File: src/rtl/pwmcapture8_pkg.sv
// pwmcapture8 shared types and constants.
// FSM encodings and the 8-bit saturating counter helper.
package pwmcapture8_pkg;

    typedef enum logic [1:0] {
        ST_SYNC = 2'd0,
        ST_HIGH = 2'd1,
        ST_LOW  = 2'd2
    } state_e;

    localparam logic [7:0] SAT = 8'hff;

    function automatic logic [7:0] sat_inc(input logic [7:0] v);
        return (v == SAT) ? v : v + 8'd1;
    endfunction

endpackage

File: src/rtl/pwmcapture8_if.sv
// pwmcapture8 control and result bundle.
// master drives the input side, slave is the capture block.
interface pwmcapture8_if;

    logic       samplece;
    logic       pwmin;
    logic       invertpwm;
    logic [7:0] hightime;
    logic [7:0] period;
    logic       newsample;
    logic       overflow;
    logic       stale;

    modport master (
        output samplece, pwmin, invertpwm,
        input  hightime, period, newsample, overflow, stale
    );

    modport slave (
        input  samplece, pwmin, invertpwm,
        output hightime, period, newsample, overflow, stale
    );

endinterface

File: src/rtl/pwmcapture8_inputfilter.sv
// Two-flop synchronizer plus tick-based glitch filter.
// A new level must persist FILTER_LEN ticks before it is accepted.
module pwmcapture8_inputfilter #(
    parameter int unsigned FILTER_LEN = 3
) (
    input  logic clk,
    input  logic reset,
    input  logic samplece,
    input  logic pwmin,
    output logic filtered
);

    localparam logic [3:0] FILT_MAX = 4'(FILTER_LEN);

    logic       sync1_q, sync1_d;
    logic       sync2_q, sync2_d;
    logic       filt_q, filt_d;
    logic [3:0] filtcnt_q, filtcnt_d;

    always_comb begin
        sync1_d   = pwmin;
        sync2_d   = sync1_q;
        filt_d    = filt_q;
        filtcnt_d = filtcnt_q;
        if (samplece) begin
            if (sync2_q != filt_q) begin
                if (filtcnt_q + 4'd1 == FILT_MAX) begin
                    filt_d    = ~filt_q;
                    filtcnt_d = '0;
                end else begin
                    filtcnt_d = filtcnt_q + 4'd1;
                end
            end else begin
                filtcnt_d = '0;
            end
        end
    end

    always_ff @(posedge clk) begin
        if (reset) begin
            sync1_q   <= 1'b0;
            sync2_q   <= 1'b0;
            filt_q    <= 1'b0;
            filtcnt_q <= '0;
        end else begin
            sync1_q   <= sync1_d;
            sync2_q   <= sync2_d;
            filt_q    <= filt_d;
            filtcnt_q <= filtcnt_d;
        end
    end

    assign filtered = filt_q;

endmodule

File: src/rtl/pwmcapture8.sv
// PWM capture: measures active-phase length and rise-to-rise period
// in sample ticks, with timeout-driven stale reporting.
module pwmcapture8
    import pwmcapture8_pkg::*;
#(
    parameter int unsigned FILTER_LEN = 3,
    parameter int unsigned TIMEOUT    = 255
) (
    input logic          clk,
    input logic          reset,
    pwmcapture8_if.slave bus
);

    localparam logic [7:0] TO_CNT = 8'(TIMEOUT);

    logic       filtered;
    logic       level;
    logic       rise, fall, is_edge, timeout;
    logic       level_q, level_d;
    state_e     state_q, state_d;
    logic [7:0] hicnt_q, hicnt_d;
    logic [7:0] percnt_q, percnt_d;
    logic [7:0] idlecnt_q, idlecnt_d;
    logic [7:0] hightime_q, hightime_d;
    logic [7:0] period_q, period_d;
    logic       newsample_q, newsample_d;
    logic       overflow_q, overflow_d;
    logic       stale_q, stale_d;

    pwmcapture8_inputfilter #(
        .FILTER_LEN(FILTER_LEN)
    ) u_filter (
        .clk     (clk),
        .reset   (reset),
        .samplece(bus.samplece),
        .pwmin   (bus.pwmin),
        .filtered(filtered)
    );

    assign level   = filtered ^ bus.invertpwm;
    assign rise    = bus.samplece & level & ~level_q;
    assign fall    = bus.samplece & ~level & level_q;
    assign is_edge = rise | fall;
    // An edge on the timeout tick clears idlecnt and wins.
    assign timeout = bus.samplece & ~is_edge &
                     (idlecnt_q != TO_CNT) &
                     (idlecnt_q + 8'd1 == TO_CNT);

    always_comb begin
        level_d     = level_q;
        state_d     = state_q;
        hicnt_d     = hicnt_q;
        percnt_d    = percnt_q;
        idlecnt_d   = idlecnt_q;
        hightime_d  = hightime_q;
        period_d    = period_q;
        newsample_d = 1'b0;
        overflow_d  = overflow_q;
        stale_d     = stale_q;
        if (bus.samplece) begin
            level_d = level;
            if (is_edge) begin
                idlecnt_d = '0;
            end else if (idlecnt_q != TO_CNT) begin
                idlecnt_d = idlecnt_q + 8'd1;
            end
            unique case (state_q)
                ST_SYNC: begin
                    if (rise) begin
                        hicnt_d  = 8'd1;
                        percnt_d = 8'd1;
                        state_d  = ST_HIGH;
                    end
                end
                ST_HIGH: begin
                    if (fall) begin
                        percnt_d = sat_inc(percnt_q);
                        state_d  = ST_LOW;
                    end else begin
                        hicnt_d  = sat_inc(hicnt_q);
                        percnt_d = sat_inc(percnt_q);
                    end
                end
                ST_LOW: begin
                    if (rise) begin
                        hightime_d  = hicnt_q;
                        period_d    = percnt_q;
                        overflow_d  = (percnt_q == SAT);
                        newsample_d = 1'b1;
                        stale_d     = 1'b0;
                        hicnt_d     = 8'd1;
                        percnt_d    = 8'd1;
                        state_d     = ST_HIGH;
                    end else begin
                        percnt_d = sat_inc(percnt_q);
                    end
                end
                default: state_d = ST_SYNC;
            endcase
            if (timeout) begin
                stale_d    = 1'b1;
                hightime_d = level ? SAT : 8'd0;
                period_d   = 8'd0;
                overflow_d = 1'b0;
                state_d    = ST_SYNC;
            end
        end
    end

    always_ff @(posedge clk) begin
        if (reset) begin
            level_q     <= 1'b0;
            state_q     <= ST_SYNC;
            hicnt_q     <= '0;
            percnt_q    <= '0;
            idlecnt_q   <= '0;
            hightime_q  <= '0;
            period_q    <= '0;
            newsample_q <= 1'b0;
            overflow_q  <= 1'b0;
            stale_q     <= 1'b1;
        end else begin
            level_q     <= level_d;
            state_q     <= state_d;
            hicnt_q     <= hicnt_d;
            percnt_q    <= percnt_d;
            idlecnt_q   <= idlecnt_d;
            hightime_q  <= hightime_d;
            period_q    <= period_d;
            newsample_q <= newsample_d;
            overflow_q  <= overflow_d;
            stale_q     <= stale_d;
        end
    end

    assign bus.hightime  = hightime_q;
    assign bus.period    = period_q;
    assign bus.newsample = newsample_q;
    assign bus.overflow  = overflow_q;
    assign bus.stale     = stale_q;

endmodule

File: src/flat_wrapper.sv
// flat-port wrapper written by rule: the top's interface ports become plain ports
module pwmcapture8_flat import pwmcapture8_pkg::*;
#(
    parameter int unsigned FILTER_LEN = 3,
    parameter int unsigned TIMEOUT    = 255
)
  (clk, reset, bus_samplece, bus_pwmin, bus_invertpwm, bus_hightime, bus_period, bus_newsample, bus_overflow, bus_stale);
  pwmcapture8_if bus_i ();
  input logic clk;
  input logic reset;
  input wire logic [$bits(bus_i.samplece)-1:0] bus_samplece;
  input wire logic [$bits(bus_i.pwmin)-1:0] bus_pwmin;
  input wire logic [$bits(bus_i.invertpwm)-1:0] bus_invertpwm;
  output wire logic [$bits(bus_i.hightime)-1:0] bus_hightime;
  output wire logic [$bits(bus_i.period)-1:0] bus_period;
  output wire logic [$bits(bus_i.newsample)-1:0] bus_newsample;
  output wire logic [$bits(bus_i.overflow)-1:0] bus_overflow;
  output wire logic [$bits(bus_i.stale)-1:0] bus_stale;
  assign bus_i.samplece = bus_samplece;
  assign bus_i.pwmin = bus_pwmin;
  assign bus_i.invertpwm = bus_invertpwm;
  assign bus_hightime = bus_i.hightime;
  assign bus_period = bus_i.period;
  assign bus_newsample = bus_i.newsample;
  assign bus_overflow = bus_i.overflow;
  assign bus_stale = bus_i.stale;
  pwmcapture8 #(.FILTER_LEN(FILTER_LEN), .TIMEOUT(TIMEOUT)) u_core (.clk(clk), .reset(reset), .bus(bus_i));
endmodule
File: config.mk
export PLATFORM = sky130hd
export DESIGN_NAME = pwmcapture8_flat
export DESIGN_NICKNAME = d
export VERILOG_FILES = /design/src/rtl/pwmcapture8_pkg.sv /design/src/rtl/pwmcapture8_if.sv /design/src/rtl/pwmcapture8_inputfilter.sv /design/src/rtl/pwmcapture8.sv /design/src/flat_wrapper.sv
export SDC_FILE = /design/constraint.sdc
export NUM_CORES = 1
export LEC_CHECK = 0
export ABC_AREA = 1
export ABC_CLOCK_PERIOD_IN_PS = 2140
export CAP_MARGIN = 20
export CORE_ASPECT_RATIO = 0.8
export CORE_MARGIN = 2
export CORE_UTILIZATION = 30
export CTS_BUF_LIST = sky130_fd_sc_hd__clkbuf_4
export DETAILED_ROUTE_END_ITERATION = 12
export GPL_TIMING_DRIVEN = 0
export SYNTH_ARGS = -nofsm -noshare
export SYNTH_HDL_FRONTEND = slang
export SYNTH_HIERARCHICAL = 1
export SYNTH_SLANG_ARGS = --single-unit
File: constraint.sdc
create_clock -name clk -period 2.14 [get_ports clk]
set_input_delay 0.428 -clock clk [delete_from_list [all_inputs] [get_ports clk]]
set_output_delay 0.428 -clock clk [all_outputs]
set_load 0.02 [all_outputs]
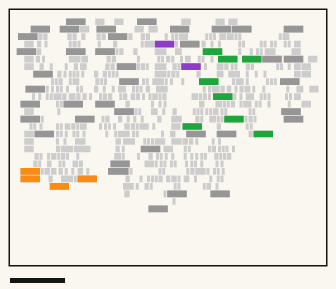
*Register map, names as in the netlist, run 1*
Bar = 20 µm.
Purple shows `u_core/state_q`, flops 2. Green shows `u_core/hicnt_q`, flops 8. Orange shows `u_core/u_filter/filtcnt_q`, flops 4.

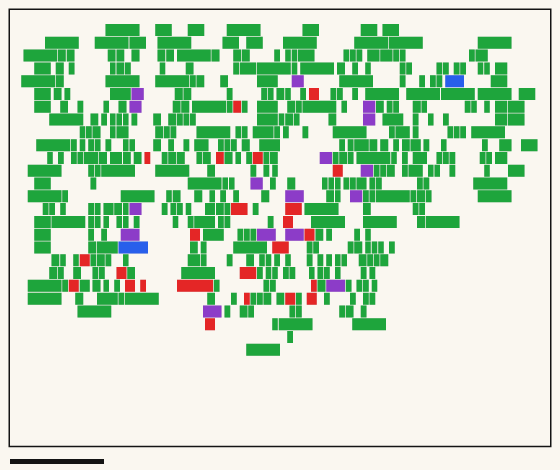
*Drive-strength map, run 1*
Bar = 20 µm.
Blue shows x6 and larger, cells 2, share 0.42%. Purple shows x3 and x4, cells 16, share 3.3%, most used clkbuf_4. Red shows x2, cells 24, share 5.0%, most used nand2_2. Green shows x1 and smaller, cells 439, share 91%, most used nand2_1.

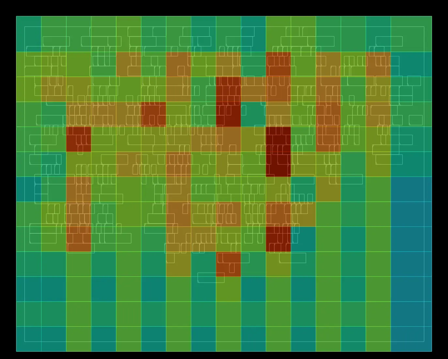
*Routing congestion map, run 1*
met1 layer usage reported by global route: 0.172
total routing usage reported by global routing: 0.131
global-route track usage on met2: 0.215

==> impl.org, run 1 <==
#+TITLE: Physical design notes

** Pwr
- Power consumed by sequential cells :: 1.05 mW
- Total power divided by cell area :: 530 mW/mm²
- Leakage dissipation :: 1.41 nW
- Clk pwr share :: 0.265
- Looking at the group totals, the largest power group turns out to be sequential cells.
- In this run the power spent charging and discharging nets is 536 µW.
- Share of total power consumed by net switching :: 0.297
- Power Combinational :: 279 µW
- Maximum VDD drop :: 0.263 mV
- Internal :: 1.27 mW

** Final layout
- The layout report gives the register share of total cell area as 0.312.
- Counting the fill cells in the layout gives 1,073.
- Most numerous logic cells after layout :: sky130_fd_sc_hd__nand2_1 (139), sky130_fd_sc_hd__nor2_1 (59), sky130_fd_sc_hd__dfxtp_1 (52)
- Layout sequential cell count :: 53
- Measured on the final layout, buffering overhead outside the clock network stands at 0.0837.
- Flip-flop and latch area :: 0.00106 mm²
- The final report gives the standard cell area, fillers excluded, as 0.00341 mm².
- Multi-input logic gates represent a cell area share of 0.482.
- Relative to the synthesized area, the layout overhead comes to 15.6%.
- Leaving out buffers and inverters, the combinational logic in the layout accounts for 0.00164 mm².
- Per the area breakdown, the dominant cell category is combinational gates.
- Clk cell area share :: 0.0176
- The layout has 7 clock buffers.
- Of the cells placed in the final design, the portion with a size suffix greater than 1 is 0.0873.

** Worst setup path
- In this run the critical path is formed by clkdlybuf4s50_1 -> inv_1 -> nand2_1 -> nand2_1 -> nand3_2 -> nand2_1 -> nand2_2 -> inv_2 -> nand3_1 -> buf_4 -> o21ai_0 -> nor2_1.
- STA classifies the critical path startpoint as a primary input.
- The worst setup path is of the in -> reg kind.
- Data arrival time at the worst-slack endpoint :: 2250 ps
- At the worst endpoint, the required time is 2410 ps.
- The worst setup path is captured at a register.
- Dominant delay contributor by cell family on the critical path :: buffers and inverters
- The slowest stage of the critical path is the sky130_fd_sc_hd__clkdlybuf4s50_1 cell.
- Of all nets on the critical path, the largest fanout is 10.
- Reg-to-reg slack, setup :: 270 ps
- Walking the critical path from launch to capture passes 12 cell instances.
- Number of buffers and inverters on the critical path :: 4
- Among the stages of the critical path, the cell type that occurs most often is sky130_fd_sc_hd__nand2_1.
- Delay of the slowest cell on the worst path :: 480 ps
- Startpoint of the worst register-to-register path :: u_core/idlecnt_q[1]

** STA
- Final hold analysis gives a worst-case slack of 413 ps.
- Endpoints failing hold :: 0
- Clock period minus worst slack :: 1970 ps
- Setup TNS :: 0 ps
- Clock Skews :: 13.3 ps
- Tightest Pin Transition :: 592 ps
- The flow reports an fmax of 507 MHz.
- Pins over their slew limit in the final report were tallied at 0.
- Relative max-transition margin :: 0.604

** Route
- For this run, the detailed router's first-pass iteration total came to 4.
- In this run the top signal layer used is met4.
- Met3 WL :: 260 µm
- In the per-layer summary, the met1 wirelength comes to 3.38 mm.
- Via total after detailed routing :: 2,799
- In the detailed route, the total length drawn on met2 is 2.82 mm.
- Iter 0 DRT Violations :: 126
- Dividing the detail-routed wire length by the instance count gives 10.8 µm.
- Dividing the detail-routed via count by the number of cells gives 4.67.

** Global route
- First-pass GRT wire length :: 11.5 mm
- The total overflow left after global routing is 0.
- The layer flagged by global routing as most heavily used is met2.
- Maximum number of pins on one net before global-route repair :: 16

** CTS
- Clock buffers created by TritonCTS :: 5
- Number of buffers inserted by post-CTS setup repair :: 0
- In this run the number of H-tree levels came out at 2.
- Gates resized during post-CTS repair numbered 0.
- TritonCTS built the clock tree.
- CTS saw 53 sinks.
- At the later pin of the worst-skew pair, clock insertion delay measures 380 ps.
- In this run the deepest clock path goes through 2 buffers.
- Hold-fix buffers at CTS :: 0

** Placed design
- Placer congestion estimate :: 0.861
- Port buffering added 23 buffers.

** Min path
- Hold analysis lists the worst path endpoint as u_core/u_filter/sync2_q.
- Looking at hold timing, the worst path starts from u_core/u_filter/sync1_q.
- Worst hold stages :: 2

** Logic synthesis
- Of the post-synthesis cell area, the part taken by muxes is 0.
- Synthesis inferred 53 register bits.
- In this run, the synthesized area fraction spent on adder and majority cells is recorded as 0.0467.
- Averaged over all synthesized cells, the footprint is 6.55 µm².
- Dominant register cell :: sky130_fd_sc_hd__dfxtp_1
- Most frequent cell after synthesis :: sky130_fd_sc_hd__nand2_1
- Async set or reset register ratio after synthesis :: 0
- The share of the Yosys chip area taken by registers is 0.360.
- The share of synthesized area in the top cell type comes to 0.360.
- Ranking of synthesized cells by area :: sky130_fd_sc_hd__dfxtp_1 (36%), sky130_fd_sc_hd__nand2_1 (18%), sky130_fd_sc_hd__nor2_1 (7.8%), sky130_fd_sc_hd__inv_1 (6.1%), sky130_fd_sc_hd__a21oi_1 (5.9%)
- XOR Share, Synth :: 0.0178
- In this run, distinct cell masters in the synthesized netlist total 31.
- For this design, Yosys synthesis ends with a cell count of 450.
- In this run, the synthesized area fraction spent on AND-OR/OR-AND gates is recorded as 0.0857.
- By count the netlist is led by sky130_fd_sc_hd__nand2_1 (140), sky130_fd_sc_hd__nor2_1 (61), sky130_fd_sc_hd__dfxtp_1 (53), sky130_fd_sc_hd__inv_1 (48), sky130_fd_sc_hd__a21oi_1 (35).

** Die
- Pin placement for this block handled 24 I/O pins.
- During tapcell insertion the tool placed 119 well taps.
- In this run the standard cell core region covers 0.00961 mm².
- Initial cell density of the core :: 0.307
- The chip occupies 0.0106 mm².

** Run
- In this run the maximum-capacitance check reported violations numbering 0.

** Status
- The run finished with clean final reports.
### Placement by cell class, run 1

Bar = 20 µm.
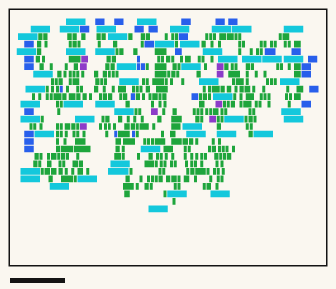

==> run 2, diff against run 1 <==
Settings changed: ABC_CLOCK_PERIOD_IN_PS 2140 to 2200.
Clock period 2.14 ns to 2.2 ns, I/O delays scaled along.
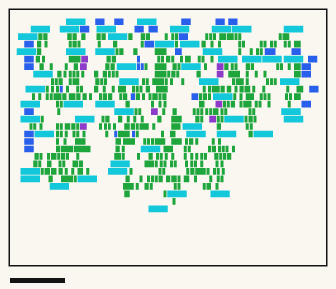
*Placement by cell class, run 2*
Bar = 20 µm.
Purple shows clock drivers and dummy loads, cells 8, share of their area 1.8%. Cyan shows registers, cells 53, share of their area 33%. Green shows remaining logic cells, cells 387, share of their area 57%. Blue shows remaining buffers and delay cells, cells 33, share of their area 8.7%.

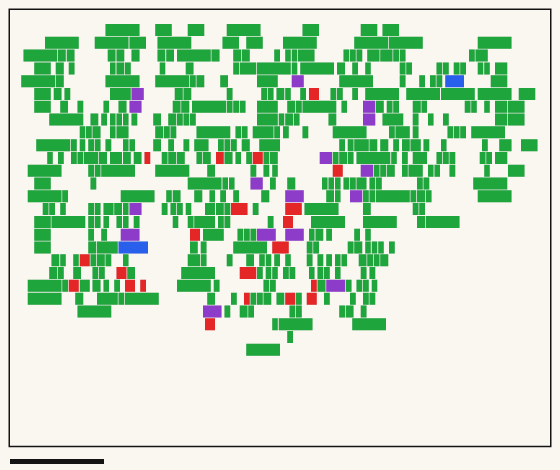
*Drive-strength map, run 2*
Bar = 20 µm.
Blue shows x6 and larger, cells 2, share 0.42%. Purple shows x3 and x4, cells 16, share 3.3%, most used clkbuf_4. Green shows x1 and smaller, cells 442, share 92%, most used nand2_1. Red shows x2, cells 21, share 4.4%, most used nand2_2.

==> run 2 against run 1 <==
Against the previous run: clock power decreased by 3%; die size unchanged; first-iteration DRC count decreased by 5.6%; sequential share of layout area about the same; clock-buffer cell count unchanged; setup slack improved by 15 ps; clock skew about the same; area after synthesis unchanged; synthesized cell count unchanged; final area decreased by 0.15%; wire length increased by 0.25%; largest cell class unchanged; largest power group unchanged.
==> impl.org, run 2 <==
#+TITLE: Physical design notes

** Placed design
- The number of buffers added on ports is 23 (unchanged).
- The weighted congestion at the end of routability-driven global placement came to 0.861 (unchanged).
- The cell count after placement was 592 (unchanged).
- Placement-stage worst setup slack :: -314 ps (was -362 ps)
- The placed wire-length estimate after detailed placement was 4.87 mm (unchanged).

** Final layout
- Combinational share of cell area :: 0.482 (about the same)
- P&R area growth vs syn :: 15.4% (was 15.6%)
- The most common library cell in the layout ignoring fill and taps is sky130_fd_sc_hd__nand2_1 (unchanged).
- Most numerous logic cells after layout: sky130_fd_sc_hd__nand2_1 (139), sky130_fd_sc_hd__nor2_1 (60), sky130_fd_sc_hd__dfxtp_1 (53) (was sky130_fd_sc_hd__nand2_1 (139), sky130_fd_sc_hd__nor2_1 (59), sky130_fd_sc_hd__dfxtp_1 (52)).
- The end-of-flow core utilization came to 0.354 (was 0.355).
- Total of clock buffers placed in the layout :: 7 (unchanged)
- The fraction of area in non-clock buffers came to 0.0835 (was 0.0837).
- Combinational gate count :: 335 (unchanged)
- The clock distribution area overhead in the final layout is 0.0177 (was 0.0176).
- The sequential cell area was 0.00106 mm² (about the same).
- Non-filler cells in the finished layout :: 600 (unchanged)
- The number of sequential storage elements is 53 (unchanged).
- Count of fill cells added during filler insertion :: 1,076 (was 1,073)
- Sequential cell area share :: 0.312 (about the same)
- The ratio of cells with drive above 1 in the final layout came to 0.0811 (was 0.0873).
- Area of combinational cells with multiple inputs :: 0.00164 mm² (about the same)
- Non-clock buffer total of the final layout :: 33 (unchanged)
- The leading cell category by total area was combinational gates (unchanged).
- The number of nets in the final layout is 496 (unchanged).
- Area of all placed cells without fillers :: 0.00340 mm² (was 0.00341 mm²)

** Pwr
- Power consumed by sequential cells :: 1.02 mW (was 1.05 mW)
- The main power-consuming group is sequential cells (unchanged).
- Internal :: 1.23 mW (was 1.27 mW)
- The clock distribution power is 465 µW (was 478 µW).
- The sequential cell fraction of total power came to 0.581 (about the same).
- PnR Total Power :: 1.76 mW (was 1.81 mW)
- The switching fraction of total power was 0.297 (about the same).
- Combinational share of power :: 0.154 (about the same)
- Maximum VDD drop :: 0.255 mV (was 0.263 mV)
- The power density relative to cell area came to 516 mW/mm² (was 530 mW/mm²).
- The clock share of power is 0.265 (about the same).
- The total net switching power came to 521 µW (was 536 µW).
- Leakage dissipation :: 1.41 nW (about the same)
- Power Combinational :: 271 µW (was 279 µW)

** Worst setup path
- Number of buffers and inverters on the critical path :: 2 (was 4)
- The internal reg-to-reg setup slack was 250 ps (was 270 ps).
- The launching element type of the critical path is a primary input (unchanged).
- The endpoint kind of the worst setup timing path is a register (unchanged).
- The endpoint arrival time on the critical path was 2300 ps (was 2250 ps).
- The kind of critical path is in -> reg (unchanged).
- Startpoint of the worst register-to-register path :: u_core/idlecnt_q[1] (unchanged)
- Delay of the slowest cell on the worst path :: 540 ps (was 480 ps)
- Required time at the worst-slack endpoint :: 2490 ps (was 2410 ps)
- The cell with the largest stage delay on the worst path was sky130_fd_sc_hd__clkdlybuf4s50_1 (unchanged).
- Critical register-to-register path endpoint :: u_core/bus.period[1] (unchanged)
- The depth of the worst register-to-register path came to 12 (unchanged).
- The top fanout value on the critical path is 8 (was 10).
- CP Launch Point :: bus_invertpwm (unchanged)
- The number of logic stages on the critical path including buffering is 12 (unchanged).
- Worst path most repeated cell :: sky130_fd_sc_hd__nand2_1 (unchanged)
- Ordered list of cells on the worst path: clkdlybuf4s50_1 -> inv_1 -> nand2_1 -> nand2_1 -> nand3_2 -> nand2_1 -> nor2_4 -> nand2_1 -> nor2_1 -> nor2_2 -> nor2_1 -> nor2_1 (was clkdlybuf4s50_1 -> inv_1 -> nand2_1 -> nand2_1 -> nand3_2 -> nand2_1 -> nand2_2 -> inv_2 -> nand3_1 -> buf_4 -> o21ai_0 -> nor2_1).
- The kind of cell adding the most delay to the critical path was simple AND/OR/NAND/NOR gates (was buffers and inverters).
- Worst Setup EP :: u_core/bus.hightime[4] (was u_core/hicnt_q[1])

** Logic synthesis
- The post-synthesis share of cell area spent on and-or and or-and gates is 0.0857 (unchanged).
- Net count after synthesis :: 466 (unchanged)
- The dominant non-sequential cell family after synthesis is simple AND/OR/NAND/NOR gates (unchanged).
- Leading cell types by count after synthesis: sky130_fd_sc_hd__nand2_1 (140), sky130_fd_sc_hd__nor2_1 (61), sky130_fd_sc_hd__dfxtp_1 (53), sky130_fd_sc_hd__inv_1 (48), sky130_fd_sc_hd__a21oi_1 (35) (unchanged).
- Sequential fraction of the synthesis area :: 0.360 (unchanged)
- The most numerous cell in the Yosys netlist was sky130_fd_sc_hd__nand2_1 (unchanged).
- The top cell type's share of synthesized area came to 0.360 (unchanged).
- Yosys warning count :: 6 (unchanged)
- Post-synthesis simple-gate area fraction :: 0.401 (unchanged)
- Adder-cell area share of the yosys netlist :: 0.0467 (unchanged)
- XOR Share, Synth :: 0.0178 (unchanged)
- Top cell type by total area after synthesis :: sky130_fd_sc_hd__dfxtp_1 (unchanged)
- The prevailing post-synth register cell is sky130_fd_sc_hd__dfxtp_1 (unchanged).
- The cell count in the Yosys report came to 450 (unchanged).
- Number of unique standard cell types used by synthesis :: 31 (unchanged)
- The fraction of registers with async set or reset after synthesis was 0 (unchanged).
- The fraction of synthesized area in multiplexers is 0 (unchanged).
- Mapped Avg Cell Area :: 6.55 µm² (unchanged)
- The synthesis-stage register bit count is 53 (unchanged).
- Number of enable-type register cells in the synthesized netlist :: 0 (unchanged)
- Ranking of synthesized cells by area: sky130_fd_sc_hd__dfxtp_1 (36%), sky130_fd_sc_hd__nand2_1 (18%), sky130_fd_sc_hd__nor2_1 (7.8%), sky130_fd_sc_hd__inv_1 (6.1%), sky130_fd_sc_hd__a21oi_1 (5.9%) (unchanged).

** Global route
- Initial antenna violation count :: 0 (unchanged)
- The global routing usage summed across all routing layers was 0.131 (unchanged).
- The met2 demand-to-capacity share in global routing was 0.215 (unchanged).
- The maximum number of pins on one net before global-route repair came to 16 (unchanged).
- The sum of overflow across all layers after global routing came to 0 (unchanged).
- First-pass GRT wire length :: 11.5 mm (unchanged)
- Met1 layer usage reported by global route :: 0.172 (unchanged)
- The global-route layer with the greatest usage was met2 (unchanged).

** Die
- The share of the core filled by cells before placement is 0.307 (unchanged).
- Total number of tap cells :: 119 (unchanged)
- Top Ports :: 24 (unchanged)
- Number of rows in the core area :: 32 (unchanged)
- The die width came to 115 µm (unchanged).
- Area enclosed by the die boundary :: 0.0106 mm² (unchanged)
- Std-Cell Core Area :: 0.00961 mm² (unchanged)
- Die height :: 92.7 µm (unchanged)

** STA
- Pins Over Slew Limit :: 0 (unchanged)
- Achievable clock frequency :: 496 MHz
- The final worst clock skew came to 13.0 ps (was 13.3 ps).
- Subtracting the final worst setup slack from the clock period gives 2020 ps.
- The number of hold-slack violations in the final timing report came to 0 (unchanged).
- Relative max-transition margin :: 0.600 (was 0.604)
- Post-route worst setup slack :: 184 ps (was 169 ps)
- Worst-case hold slack :: 413 ps (about the same)
- Dividing the final minimum period by the clock period gives 0.916.
- Setup TNS :: 0 ps (unchanged)
- Tightest Pin Transition :: 598 ps (was 592 ps)

** CTS
- Total number of H-tree levels :: 2 (unchanged)
- Register clock-pin slew on the reported worst setup and hold paths :: 160 ps (about the same)
- Clock sink count :: 53 (unchanged)
- The post-CTS setup-driven buffer insertion count is 0 (unchanged).
- Clock buffers created by TritonCTS :: 5 (unchanged)
- Clock root buffer :: sky130_fd_sc_hd__clkbuf_4 (unchanged)
- CTS tree :: done (unchanged)
- Clk_lat worst skew :: 380 ps (about the same)
- Hold-fix buffers at CTS :: 0 (unchanged)
- The number of gates resized after CTS came to 0 (unchanged).
- The buffer depth of the longest clock path is 2 (unchanged).

** Route
- Via total after detailed routing :: 2,783 (was 2,799)
- TritonRoute pass-1 iters :: 4 (unchanged)
- The via density per instance came to 4.64 (was 4.67).
- The wire length on met2 was 2.82 mm (unchanged).
- The initial DRC count is 119 (was 126).
- Met3 WL :: 266 µm (was 260 µm)
- The post-route DRC violation count is 0 (unchanged).
- The highest layer used for signal routing was met4 (unchanged).
- WL/cell :: 10.9 µm (was 10.8 µm)
- Detailed-routing wirelength on met1 :: 3.39 mm (was 3.38 mm)

** Min path
- Worst Hold Launch :: u_core/u_filter/sync1_q (unchanged)
- The worst hold path cell count was 2 (unchanged).
- The worst min-delay path endpoint is u_core/u_filter/sync2_q (unchanged).

** Status
- Status: finished clean (unchanged).

** Run
- The number of max-capacitance violations reported is 0 (unchanged).
==> run 3, diff against run 2 <==
Settings changed: ABC_CLOCK_PERIOD_IN_PS 2200 to 2000.
Clock period 2.2 ns to 2 ns, I/O delays scaled along.
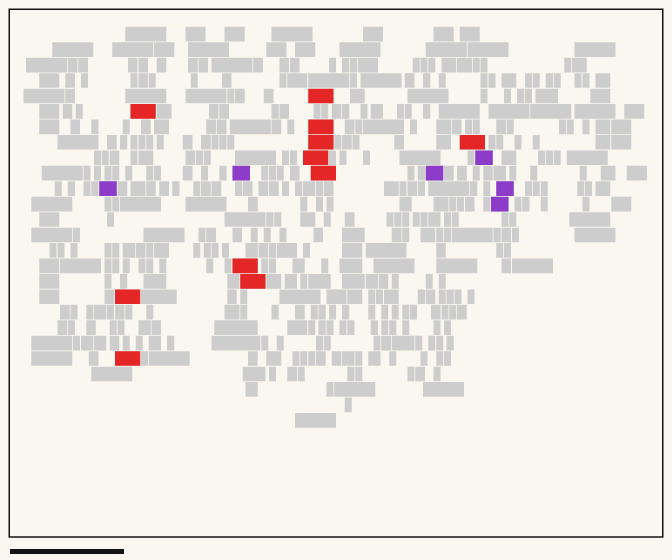
*Gate families picked out, run 3*
Bar = 20 µm.
Red shows fa/ha/maj cells, cells 11, most used ha_1. Purple shows xor and xnor cells, cells 6, most used xor2_1.

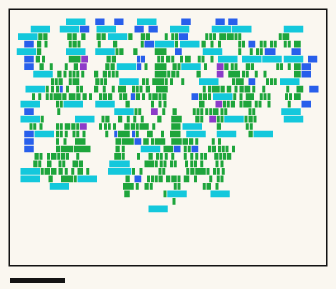
*Placement by cell class, run 3*
Bar = 20 µm.
Purple shows clock drivers and dummy loads, cells 8, share of their area 1.8%. Green shows remaining logic cells, cells 387, share of their area 56%. Blue shows remaining buffers and delay cells, cells 39, share of their area 10%. Cyan shows registers, cells 53, share of their area 32%.

==> run 3 against run 2 <==
Against the previous run: clock-buffer cell count stayed put; power rose by 11%; sequential share of layout area decreased by 0.44 points; sequential cell count unchanged; highest routed layer unchanged; critical endpoint is now u_core/hicnt_q[1]; critical path depth unchanged; sequential power up about 10%.
==> impl.org, run 3 <==
#+TITLE: Physical design notes

** Route
- The detailed route wirelength on metal3 was 271 µm (was 266 µm).
- The routed metal-1 wirelength came to 3.39 mm (about the same).
- Drt drc :: 0 (unchanged)
- Iter 0 DRT Violations :: 113 (was 119)
- The wire length per cell was 10.8 µm (was 10.9 µm).
- The highest layer used for signal routing is met4 (unchanged).

** Logic synthesis
- The largest area contributor in the synthesized netlist is sky130_fd_sc_hd__dfxtp_1 (unchanged).
- The post-synthesis area per instance came to 6.55 µm² (unchanged).
- Post-synthesis simple-gate area fraction :: 0.401 (unchanged)
- Synth Register Bits :: 53 (unchanged)
- Number of unique standard cell types used by synthesis :: 31 (unchanged)
- The dominant non-sequential cell family after synthesis was simple AND/OR/NAND/NOR gates (unchanged).
- The most numerous cell in the Yosys netlist is sky130_fd_sc_hd__nand2_1 (unchanged).
- Leading cell types by count after synthesis :: sky130_fd_sc_hd__nand2_1 (140), sky130_fd_sc_hd__nor2_1 (61), sky130_fd_sc_hd__dfxtp_1 (53), sky130_fd_sc_hd__inv_1 (48), sky130_fd_sc_hd__a21oi_1 (35) (unchanged)
- Net count after synthesis :: 466 (unchanged)
- Total cells reported by yosys after synthesis :: 450 (unchanged)
- The prevailing post-synth register cell is sky130_fd_sc_hd__dfxtp_1 (unchanged).
- Ranking of synthesized cells by area :: sky130_fd_sc_hd__dfxtp_1 (36%), sky130_fd_sc_hd__nand2_1 (18%), sky130_fd_sc_hd__nor2_1 (7.8%), sky130_fd_sc_hd__inv_1 (6.1%), sky130_fd_sc_hd__a21oi_1 (5.9%) (unchanged)

** Final layout
- The number of nets in the final layout was 502 (was 496).
- Most common cell after layout, fill and taps aside :: sky130_fd_sc_hd__nand2_1 (unchanged)
- The ratio of cells with drive above 1 in the final layout was 0.109 (was 0.0811).
- Flip-flop and latch area :: 0.00107 mm² (was 0.00106 mm²)
- Non-filler cells in the finished layout :: 606 (was 600)
- Clk cell area share :: 0.0173 (was 0.0177)
- The growth of design area from synthesis to finish was 17.6% (was 15.4%).
- The end-of-flow core utilization was 0.361 (was 0.354).
- The share of cell area taken by flip-flops and latches came to 0.307 (was 0.312).
- The finished layout cell area is 0.00347 mm² (was 0.00340 mm²).
- Area-dominant cell class after layout :: combinational gates (unchanged)

** Worst setup path
- Worst Setup EP :: u_core/hicnt_q[1] (was u_core/bus.hightime[4])
- The required time at the worst-slack endpoint came to 2290 ps (was 2490 ps).
- Reg-to-reg slack, setup :: 170 ps (was 250 ps)
- The endpoint arrival time on the critical path came to 2170 ps (was 2300 ps).
- Dominant delay contributor by cell family on the critical path :: buffers and inverters (was simple AND/OR/NAND/NOR gates)
- The count of buffering cells on the critical path with inverters included is 4 (was 2).
- Library cell contributing the largest single delay on the critical path :: sky130_fd_sc_hd__clkdlybuf4s50_1 (unchanged)
- The number of logic stages on the critical path including buffering was 12 (unchanged).
- Startpoint of the worst register-to-register path :: u_core/idlecnt_q[0] (was u_core/idlecnt_q[1])

** Placed design
- Placement-stage worst setup slack :: -474 ps (was -314 ps)

** Die
- Initial cell density of the core :: 0.307 (unchanged)
- Area enclosed by the die boundary :: 0.0106 mm² (unchanged)

** Global route
- Most used routing layer in global routing :: met2 (unchanged)
- The global-route track usage on met1 is 0.172 (unchanged).
- Initial antenna violation count :: 0 (unchanged)
- The first-pass GRT wire length came to 11.6 mm (was 11.5 mm).

** Pwr
- The total power is 1.95 mW (was 1.76 mW).
- Sw Pwr :: 582 µW (was 521 µW)
- The clock distribution power came to 516 µW (was 465 µW).
- The sequential cell fraction of total power is 0.576 (was 0.581).
- The switching fraction of total power came to 0.299 (was 0.297).
- The clock share of power is 0.265 (about the same).
- The design internal power is 1.37 mW (was 1.23 mW).

** Min path
- The start point of the worst hold path is u_core/u_filter/sync1_q (unchanged).
- The worst min-delay path endpoint was u_core/u_filter/sync2_q (unchanged).

** STA
- The aggregate negative setup slack came to 0 ps (unchanged).
- The least setup slack across all paths after layout is 120 ps (was 184 ps).
- Pins Over Slew Limit :: 0 (unchanged)
- The final timing summary puts the cycle share of the worst path at 0.940.

** Run
- The number of max-capacitance violations reported is 0 (unchanged).

** CTS
- The post-CTS setup-driven buffer insertion count came to 0 (unchanged).
- Post_cts resized :: 2 (was 0)
- The root buffer selected by CTS is sky130_fd_sc_hd__clkbuf_4 (unchanged).
- Clock sink count :: 53 (unchanged)
- The buffer depth of the longest clock path is 2 (unchanged).
- Clock buffers created by TritonCTS :: 5 (unchanged)

** Status
- Status :: finished clean (unchanged)
Power and IR drop assume default switching activity.
